File: src/rtl/result_serializer.sv
// Serializes a 32-bit multiplier product into bytes; optional LEADING_ZERO_SKIP_EN starts at the top non-zero byte.
// Latency: first byte valid the cycle after the ready rising edge is sampled; one byte per acknowledged cycle.
// Backpressure: a byte is held stable until out_ack; products arriving while busy are discarded and flagged.
module result_serializer #(
   parameter int MSB_FIRST = 1
) (
   input  logic        clk,
   input  logic        rst,
   input  logic        ready,
   input  logic [31:0] result,
   output logic [7:0]  out_byte,
   output logic        out_valid,
   input  logic        out_ack,
   output logic        out_last,
   output logic        busy,
   output logic        done,
   output logic        dropped
);

   localparam logic [1:0] IDLE = 2'd0;
   localparam logic [1:0] SEND = 2'd1;
   localparam logic [1:0] DONE = 2'd2;

   logic [1:0]  state;
   logic        ready_d;
   logic        rise;
   logic [31:0] hold;
   logic [1:0]  idx;
   logic [1:0]  start_idx;
   logic [1:0]  last_idx;
   logic        is_last;

   assign rise     = ready & ~ready_d;
   assign last_idx = (MSB_FIRST != 0) ? 2'd0 : 2'd3;
   assign is_last  = (idx == last_idx);

   // idx is the physical byte number within hold; direction depends on MSB_FIRST
   always_comb begin
      start_idx = (MSB_FIRST != 0) ? 2'd3 : 2'd0;
`ifdef LEADING_ZERO_SKIP_EN
      if (MSB_FIRST != 0) begin
         if (result[31:24] != 8'd0)
            start_idx = 2'd3;
         else if (result[23:16] != 8'd0)
            start_idx = 2'd2;
         else if (result[15:8] != 8'd0)
            start_idx = 2'd1;
         else
            start_idx = 2'd0;
      end
`endif
   end

   always_ff @(posedge clk) begin
      if (rst) begin
         state   <= IDLE;
         ready_d <= 1'b1;
         hold    <= 32'd0;
         idx     <= 2'd0;
         dropped <= 1'b0;
      end else begin
         ready_d <= ready;
         if (rise && (state != IDLE))
            dropped <= 1'b1;
         case (state)
            IDLE: begin
               if (rise) begin
                  hold  <= result;
                  idx   <= start_idx;
                  state <= SEND;
               end
            end
            SEND: begin
               if (out_ack) begin
                  if (is_last)
                     state <= DONE;
                  else if (MSB_FIRST != 0)
                     idx <= idx - 2'd1;
                  else
                     idx <= idx + 2'd1;
               end
            end
            DONE:    state <= IDLE;
            default: state <= IDLE;
         endcase
      end
   end

   always_comb begin
      case (idx)
         2'd0:    out_byte = hold[7:0];
         2'd1:    out_byte = hold[15:8];
         2'd2:    out_byte = hold[23:16];
         default: out_byte = hold[31:24];
      endcase
   end

   assign out_valid = (state == SEND);
   assign out_last  = out_valid & is_last;
   assign busy      = (state != IDLE);
   assign done      = (state == DONE);

endmodule

File: config.mk
export PLATFORM = sky130hd
export DESIGN_NAME = result_serializer
export DESIGN_NICKNAME = d
export VERILOG_FILES = /design/src/rtl/result_serializer.sv
export SDC_FILE = /design/constraint.sdc
export NUM_CORES = 1
export LEC_CHECK = 0
export CAP_MARGIN = 20
export CORE_AREA = 2 2 61 63
export DETAILED_ROUTE_END_ITERATION = 7
export DIE_AREA = 0 0 63 65
export PLACE_DENSITY = 0.81
export SYNTH_ARGS = -nofsm -noshare
export SYNTH_HDL_FRONTEND = slang
export SYNTH_SLANG_ARGS = --single-unit
File: constraint.sdc
create_clock -name clk -period 5.26 [get_ports clk]
set_clock_uncertainty 0.2 [all_clocks]
set_input_delay 1.578 -clock clk [delete_from_list [all_inputs] [get_ports clk]]
set_output_delay 1.578 -clock clk [all_outputs]
set_load 0.005 [all_outputs]
Fig. 1: wires at chosen ports, followed through buffers
Scale: 4 px per um.
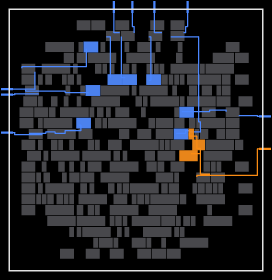
- out_byte: blue (bits 8; direction output; end cells 8; wire 194 um)
- out_ack: orange (bits 1; direction input; end cells 3; wire 40.4 um)

Fig. 2: placement density heat map
Scale: 6 px per um. The die is cut into 6 by 6 equal tiles; dark blue is low, red is high, 0 to 100% covered.
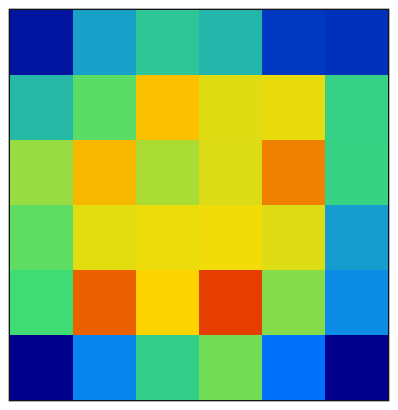
- tiles over 75% full: 17%
- nearly empty tiles: 5.6%
- emptiest ninth of the die: bottom right
- fullest tile: 93%
- mean over tiles: 51%
FP Util: 0.4664
Util after Layout: 0.6185

Fig. 3: clock distribution
Scale: 6 px per um.
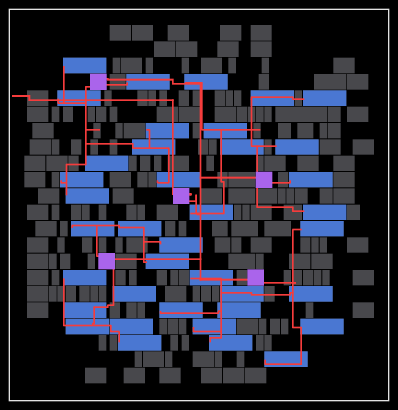
- clock wires: red (length 445 um)
- clock drivers: purple (count 5)
- flip-flops: blue (count 38)
- routed clock nets: 6
P_clk: 141 uW
Late-Pin Clk Latency: 350 ps
clock share of power: 0.269

==> qor.txt <==
RSZ-0062 raised after global routing -> no
main flop type -> dfxtp_1
fin cells -> 289
GR Util All Layers -> 0.1958
Unique cell types -> 21
Power Dens Cells -> 241.8 mW/mm^2
Hold Startpoint -> hold[30]$_SDFFE_PP0P_
R2R setup slack -> 3280 ps
Antenna Cells -> 0
synthesized instance count -> 198
Fillers -> 328
Max stage delay on crit path -> 480 ps
Worst Setup End Kind -> output pin
core area -> 0.003496 mm^2
post-CTS sizing -> 0
FF-to-FF Start -> state[1]$_SDFFE_PP0P_
fin area -> 0.002162 mm^2
post-synthesis area per instance -> 8.234 um^2
synthesized area -> 0.001630 mm^2
Arr. time, crit path -> 2280 ps
post-CTS setup buffers -> 0
# nets final -> 281
cycle use final -> 0.7708
Critical Path Source Type -> register
pre-CTS setup slack -> 1576 ps
Max H-tree Level -> 2
Hold Path Depth -> 2
clock root buffer -> clkbuf_4
vias in the first global route -> 1359
maxcap violations -> 0
CTS Hold Bufs -> 0
maximum clock rate -> 246.7 MHz
syn_nets -> 238
CP Max Fanout -> 11
IO Port Bufs -> 48
OpenROAD warnings -> 29
final setup fails -> 0
hold crit path type -> reg -> reg
YS chip area -> 0.001630 mm^2
Detailed Routing Iterations Pass 1 -> 4
grt met3 use -> 0.06076
Critical path origin -> idx[0]$_SDFFE_PP0P_
GR Util met1 -> 0.2246
# IOs -> 49
status -> finished clean
largest net degree at the start of global routing -> 36
most numerous logic cell after layout -> nand2_1
initial antenna violation count -> 0
Synth Seq Share -> 0.4666
Routed WL -> 3819 um
Yosys Instances -> 198
Cell Rows -> 22
slew at the pin closest to its max-slew limit -> 706.5 ps
TritonCTS clock tree -> built
Worst Hold Slack -> 261.5 ps
CTS sink cnt -> 38
Critical Path End -> out_byte[4]
layout cells sized above 1 -> 0.04979
Inst Count DP -> 281
Setup TNS -> 0 ps
post-route ant nets -> 0
Fig. 4: routing congestion map
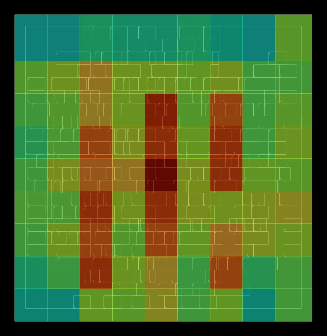
routing usage on met2: 0.3444
routed wire length per instance: 13.21 um
GR peak layer: met2

Fig. 5: the metal 3 layer
Scale: 8 px per um.
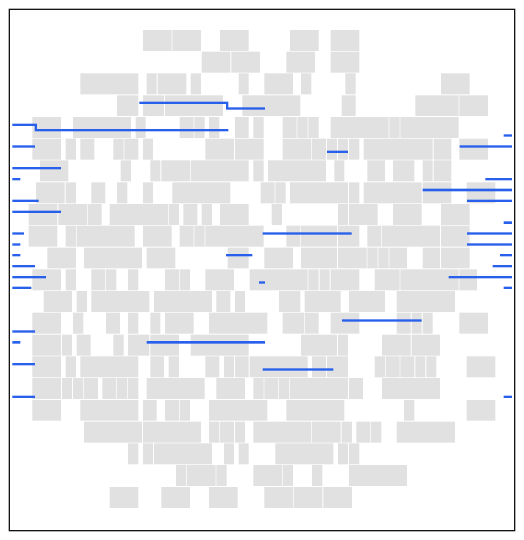
- wire length on this layer: 179 um
- share of all routed wire: 4.7%
- longest straight run: 23.9 um
- nets with wire on the layer: 32

-- critical path: cells and delay by family (launching register included) --
| kind | cells | cell delay [ps] |
|---|---|---|
| compound gates | 1 | 480 |
| mux | 1 | 150 |
| buf+inv | 2 | 550 |
| fa+ha+maj | 1 | 330 |
| flops | 1 | 410 |
-- Yosys cell counts, drive strengths merged (4+ instances only) --
cell    number  share of area
dfxtp       38           0.47
a222oi       8          0.049
nand2       65           0.15
mux2i        8          0.049
a21oi       33           0.10
buf          7          0.033
ha           4          0.031
clkbuf       8          0.018
inv         11          0.025
-- report_power, final --
part / leakage (uW) / internal, uW / switching (uW)
registers: 0.000309 / 298 / 7.28
logic: 0.000414 / 44.8 / 32.0
clock network: 0.0000254 / 50.4 / 90.2
-- flip-flops by register name (all words and copies together), names as in the netlist --
| name | cells |
|---|---|
| hold | 32 |
| idx | 2 |
| state | 2 |
| dropped | 1 |
| ready_d | 1 |
-- layer usage --
metal,part of all wire,routed length (um),vias up
li1,-,-,749
met4,0.013,48,0
met3,0.047,179,7
met5,0,0,-
met2,0.50,1918,38
met1,0.44,1673,654
-- kinds of logic after synthesis --
| logic type | synth area share |
|---|---|
| buf+inv | 0.07675 |
| flops | 0.4666 |
| mux | 0.04912 |
| compound gates | 0.1635 |
| simple gates | 0.2134 |
| fa+ha+maj | 0.03070 |
-- final cells by class --
type | instances | area (um^2) | share of cell area
flip-flops and latches | 38 | 760.7 | 0.3519
multi-input cells | 134 | 744.5 | 0.3443
repair buffers | 51 | 510.5 | 0.2361
well taps | 48 | 60.06 | 0.02778
clock buffers | 7 | 45.04 | 0.02083
inverters | 11 | 41.29 | 0.01910
No activity file was given, so power comes from the tool's default toggle rates.
